**Run 1: signal wires by layer**

Scale: 3 px per um.
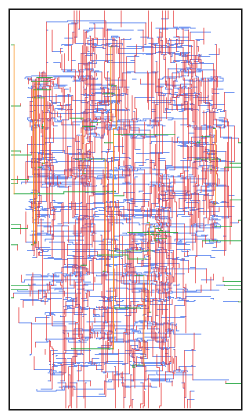
**Run 1: register map, names as in the netlist**

Scale: 3 px per um.
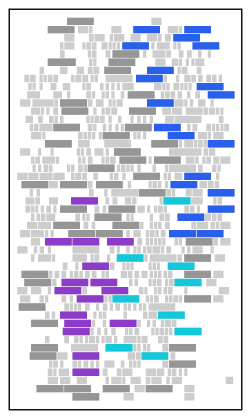
**Run 1: routing congestion**

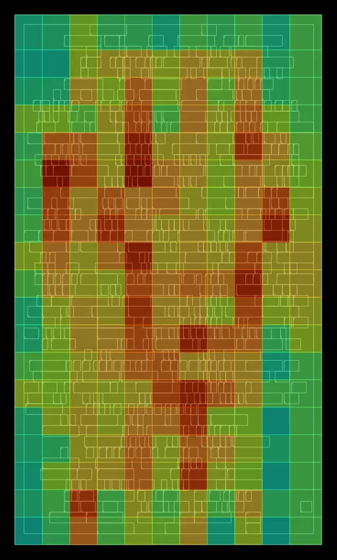
Design uart_boot_ctrl, sky130hd; sources not shown.
==> reports/metrics.yaml, run 1 <==
p_leak_nw: 2.67
grt_antenna_before_repair: 0
initial_core_util: 0.510
remaining_drc_errors: 0
crit_slowest_cell: "sky130_fd_sc_hd__nand2_2"
die.size.y_um: 133
use_met3: 0.0355
comb-power_mw: 1.65
cp_cell_sequence: "clkdlybuf4s50_1 -> nand2_2 -> inv_2 -> nor2_2 -> inv_2 -> nor2_4 -> nand2_1 -> o21ai_0"
cp_common_cell: "sky130_fd_sc_hd__inv_2"
aoi_share: 0.109
num-fill-cells: 891
clock_network_area_fraction: 0.0546
setup-violations-final: 0
globalRoute.totalOverflow: 0
topRoutingLayerUsed: "met4"
met2_wirelength_um: 6520
finalSetupTns_ps: 0
area.share.combinational: 0.374
synth.net_count: 615
fin_total_pwr_mw: 3.59
cts-buffers-inserted: 9
clk_root_buffer_cell: "sky130_fd_sc_hd__clkbuf_16"
openroad.warnings: 27
timing.final.crit_share: 0.635
grt_start_max_net_pins: 49
tritoncts_num_sinks: 93
placementRows: 47
final_area_mm2: 0.00563
fraction_of_power_consumed_by_the_clock_network: 0.196
worst_path_largest_cell_delay_ps: 620
whs_ps: 280
largest_class: "flip-flops and latches"
max_clk_rate_mhz: 315
detailed_place_hpwl_um: 8750
vias_per_cell: 5.36
buffer_area_frac: 0.0862
simple_gate_area_frac: 0.288
post_cts.repair.setup_buffers: 0
layout.sequential_cells: 93
finalWeightedCongestion: 0.895
chip_area_line_of_the_yosys_report_mm2: 0.00474
synth.avg_cell_area_um2: 7.99
use_met1: 0.269
floorplan.tapcells: 122
coreArea_mm2: 0.00929
synth_stat.cells: 593
grt_pass1_wl_um: 19600
dp_slack_ps: 1450
io-pin-count: 49
clk_pin_slew_worst_paths_ps: 70
fin_nets: 664
postCtsResizedCells: 0
post_cts_hold_buffer_count: 0
clockBufferCount: 10
combinationalPowerShare: 0.459
critical_path.endpoint_type: "flop"
synthDistinctLibCells: 37
edf_count: 0
timing_worst_slew_pin_value_ps: 720
critPathLaunchType: "primary input"
switching_share: 0.456
asyncSetResetFlopFracSynth: 1.00
synthDominantCellAreaShare: 0.486
synth_flops: 93
rsz_0062_raised_after_global_routing: "false"
timing.hold.worst_path_depth: 2
yosys.stat.seqShare: 0.491
area_grow_syn2layout_pct: 18.9
ys.flop_type: "sky130_fd_sc_hd__dfrtp_1"
ys_sh_adder: 0.0306
synthTopCellsByArea: "sky130_fd_sc_hd__dfrtp_1 49%, sky130_fd_sc_hd__nand2_1 13%, sky130_fd_sc_hd__o21ai_0 6.5%, sky130_fd_sc_hd__inv_1 5.1%, sky130_fd_sc_hd__nand3_1 4.2%"
status: "finished clean"
max_slew_margin: 0.518
antennaDiodeCount: 0
layout_min_cycle_time_ps: 3180
power.internal_mw: 1.95
post-place-cells: 753
cp.required_ps: 5060
timing.critical_path.depth: 8
cts-root-to-sink-buffers: 2
worstPathBufferInverterCount: 3
nonClockInverterCount: 68
syn_inst: 593
die_w_um: 77
seq_power_share: 0.344
report.final.slew_viol_count: 0
synth_top_cell_by_area: "sky130_fd_sc_hd__dfrtp_1"
cellPowerDensity_mw_per_mm2: 637
timing.critical_path.fanout_max: 43
worst_slack_ps: 1820
netlist_area_mm2: 0.00474
port_buffers: 48
multiInputCombCellCount: 421
routed_met1_length_um: 4650
hold_viol_final: 0
drt_pass1_iterations: 5
psw_mw: 1.64
h-tree-depth: 3
antenna_violating_nets_post_route: 0
netlist.top_cell.by_instances: "sky130_fd_sc_hd__nand2_1"
clock_insertion_delay_worst_skew_ps: 340
detail_route.iter0.violations: 271
placement.cell_area_mm2: 0.00533
largest_register_ff_count: 20
vdd_drop_max_v: 0.000379
fin_cells: 769
routed-wl-met3_um: 319
layout.cells.most_common: "sky130_fd_sc_hd__nand2_1"
mux_share: 0
critical_path_class: "in2reg"
tritoncts: "done"
min-delay-path-class: "reg2reg"
r2r_slack_ps: 2420
Back to the opening pictures, 'signal wires by layer':
legend:
  orange:
    layer: metal 4
    wire_length: 446 um
  blue:
    layer: metal 1
    wire_length: 4650 um
  green:
    layer: metal 3
    wire_length: 320 um
  red:
    layer: metal 2
    wire_length: 6520 um
total routing usage reported by global routing: 0.243
WL final: 11900 um
wire length per cell after detailed routing: 15.5 um
total via count in the routed design: 4120

Back to the opening pictures, 'register map, names as in the netlist':
legend:
  cyan:
    signal: words_loaded
    placed_flops: 9
  blue:
    signal: r_tmo
    placed_flops: 20
  purple:
    signal: r_len
    placed_flops: 16
fin util: 0.606
Seq power: 1.24 mW
sequential portion of the cell area: 0.413
sequential standard cell area: 0.00233 mm^2

Back to the opening pictures, 'routing congestion':
met2 Track Usage GR: 0.446
most heavily used metal layer in global routing: met2

## Run 2: what changed since run 1
- clock period: 5 -> 3.3 ns (I/O delays scaled with it)
**Run 2: signal wires by layer**

Scale: 3 px per um.
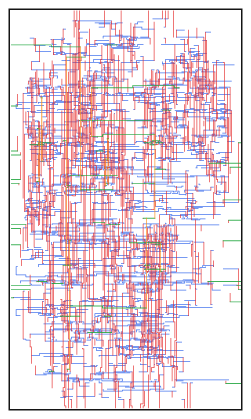
legend:
  orange:
    layer: metal 4
    wire_length: 305 um
  red:
    layer: metal 2
    wire_length: 6130 um
  green:
    layer: metal 3
    wire_length: 352 um
  blue:
    layer: metal 1
    wire_length: 4490 um
total routing usage reported by global routing: 0.235
wire length per cell after detailed routing: 14.6 um
total via count in the routed design: 4102
WL final: 11300 um

==> reports/metrics.yaml, run 2 <==
max_clk_rate_mhz: 389
worst_slack_ps: 731
hold_viol_final: 0
clock_insertion_delay_worst_skew_ps: 340
vdd_drop_max_v: 0.000529
grt_most_used_layer: "met2"
synthTopCellsByArea: "sky130_fd_sc_hd__dfrtp_1 49%, sky130_fd_sc_hd__nand2_1 13%, sky130_fd_sc_hd__o21ai_0 6.5%, sky130_fd_sc_hd__inv_1 5.1%, sky130_fd_sc_hd__nand3_1 4.2%"
use_met3: 0.0382
finalWeightedCongestion: 0.935
comb-power_mw: 2.46
antenna_violating_nets_post_route: 0
finalSetupTns_ps: 0
dp_slack_ps: 393
critical_path_class: "in2reg"
fin_cells: 771
aoi_share: 0.109
fin_util: 0.611
drt_pass1_iterations: 6
power.internal_mw: 3.05
post_cts_hold_buffer_count: 0
layout.sequential_cells: 93
simple_gate_area_frac: 0.288
status: "finished clean"
final_area_mm2: 0.00568
io-pin-count: 49
met2_wirelength_um: 6130
synth.net_count: 615
tritoncts: "done"
chip_area_line_of_the_yosys_report_mm2: 0.00474
netlist.top_cell.by_instances: "sky130_fd_sc_hd__nand2_1"
detail_route.iter0.violations: 302
layout.cells.most_common: "sky130_fd_sc_hd__nand2_1"
fin_total_pwr_mw: 5.45
whs_ps: 138
ys.flop_type: "sky130_fd_sc_hd__dfrtp_1"
routed_met1_length_um: 4490
area_grow_syn2layout_pct: 19.9
grt_start_max_net_pins: 48
grt_antenna_before_repair: 0
antennaDiodeCount: 0
placementRows: 47
placement.cell_area_mm2: 0.00535
psw_mw: 2.40
timing.critical_path.depth: 9
synth_top_cell_by_area: "sky130_fd_sc_hd__dfrtp_1"
fraction_of_power_consumed_by_the_clock_network: 0.207
floorplan.tapcells: 122
post_cts.repair.setup_buffers: 0
buffer_area_frac: 0.0903
synth_stat.cells: 593
ff_latch_area_mm2: 0.00233
initial_core_util: 0.510
setup-violations-final: 0
clock_network_area_fraction: 0.0575
edf_count: 0
cts-root-to-sink-buffers: 2
seqAreaFraction: 0.410
multiInputCombCellCount: 421
p_leak_nw: 2.69
postCtsResizedCells: 0
die_w_um: 77
asyncSetResetFlopFracSynth: 1.00
clockBufferCount: 12
clk_root_buffer_cell: "sky130_fd_sc_hd__clkbuf_16"
post-place-cells: 755
detailed_place_hpwl_um: 8250
syn_inst: 593
cts-buffers-inserted: 9
timing.final.crit_share: 0.779
synth.avg_cell_area_um2: 7.99
largest_register_ff_count: 20
clk_pin_slew_worst_paths_ps: 60
area.share.combinational: 0.370
topRoutingLayerUsed: "met4"
nonClockInverterCount: 68
vias_per_cell: 5.32
remaining_drc_errors: 0
timing_worst_slew_pin_value_ps: 612
globalRoute.totalOverflow: 0
worstPathBufferInverterCount: 1
Power and IR drop assume default switching activity.
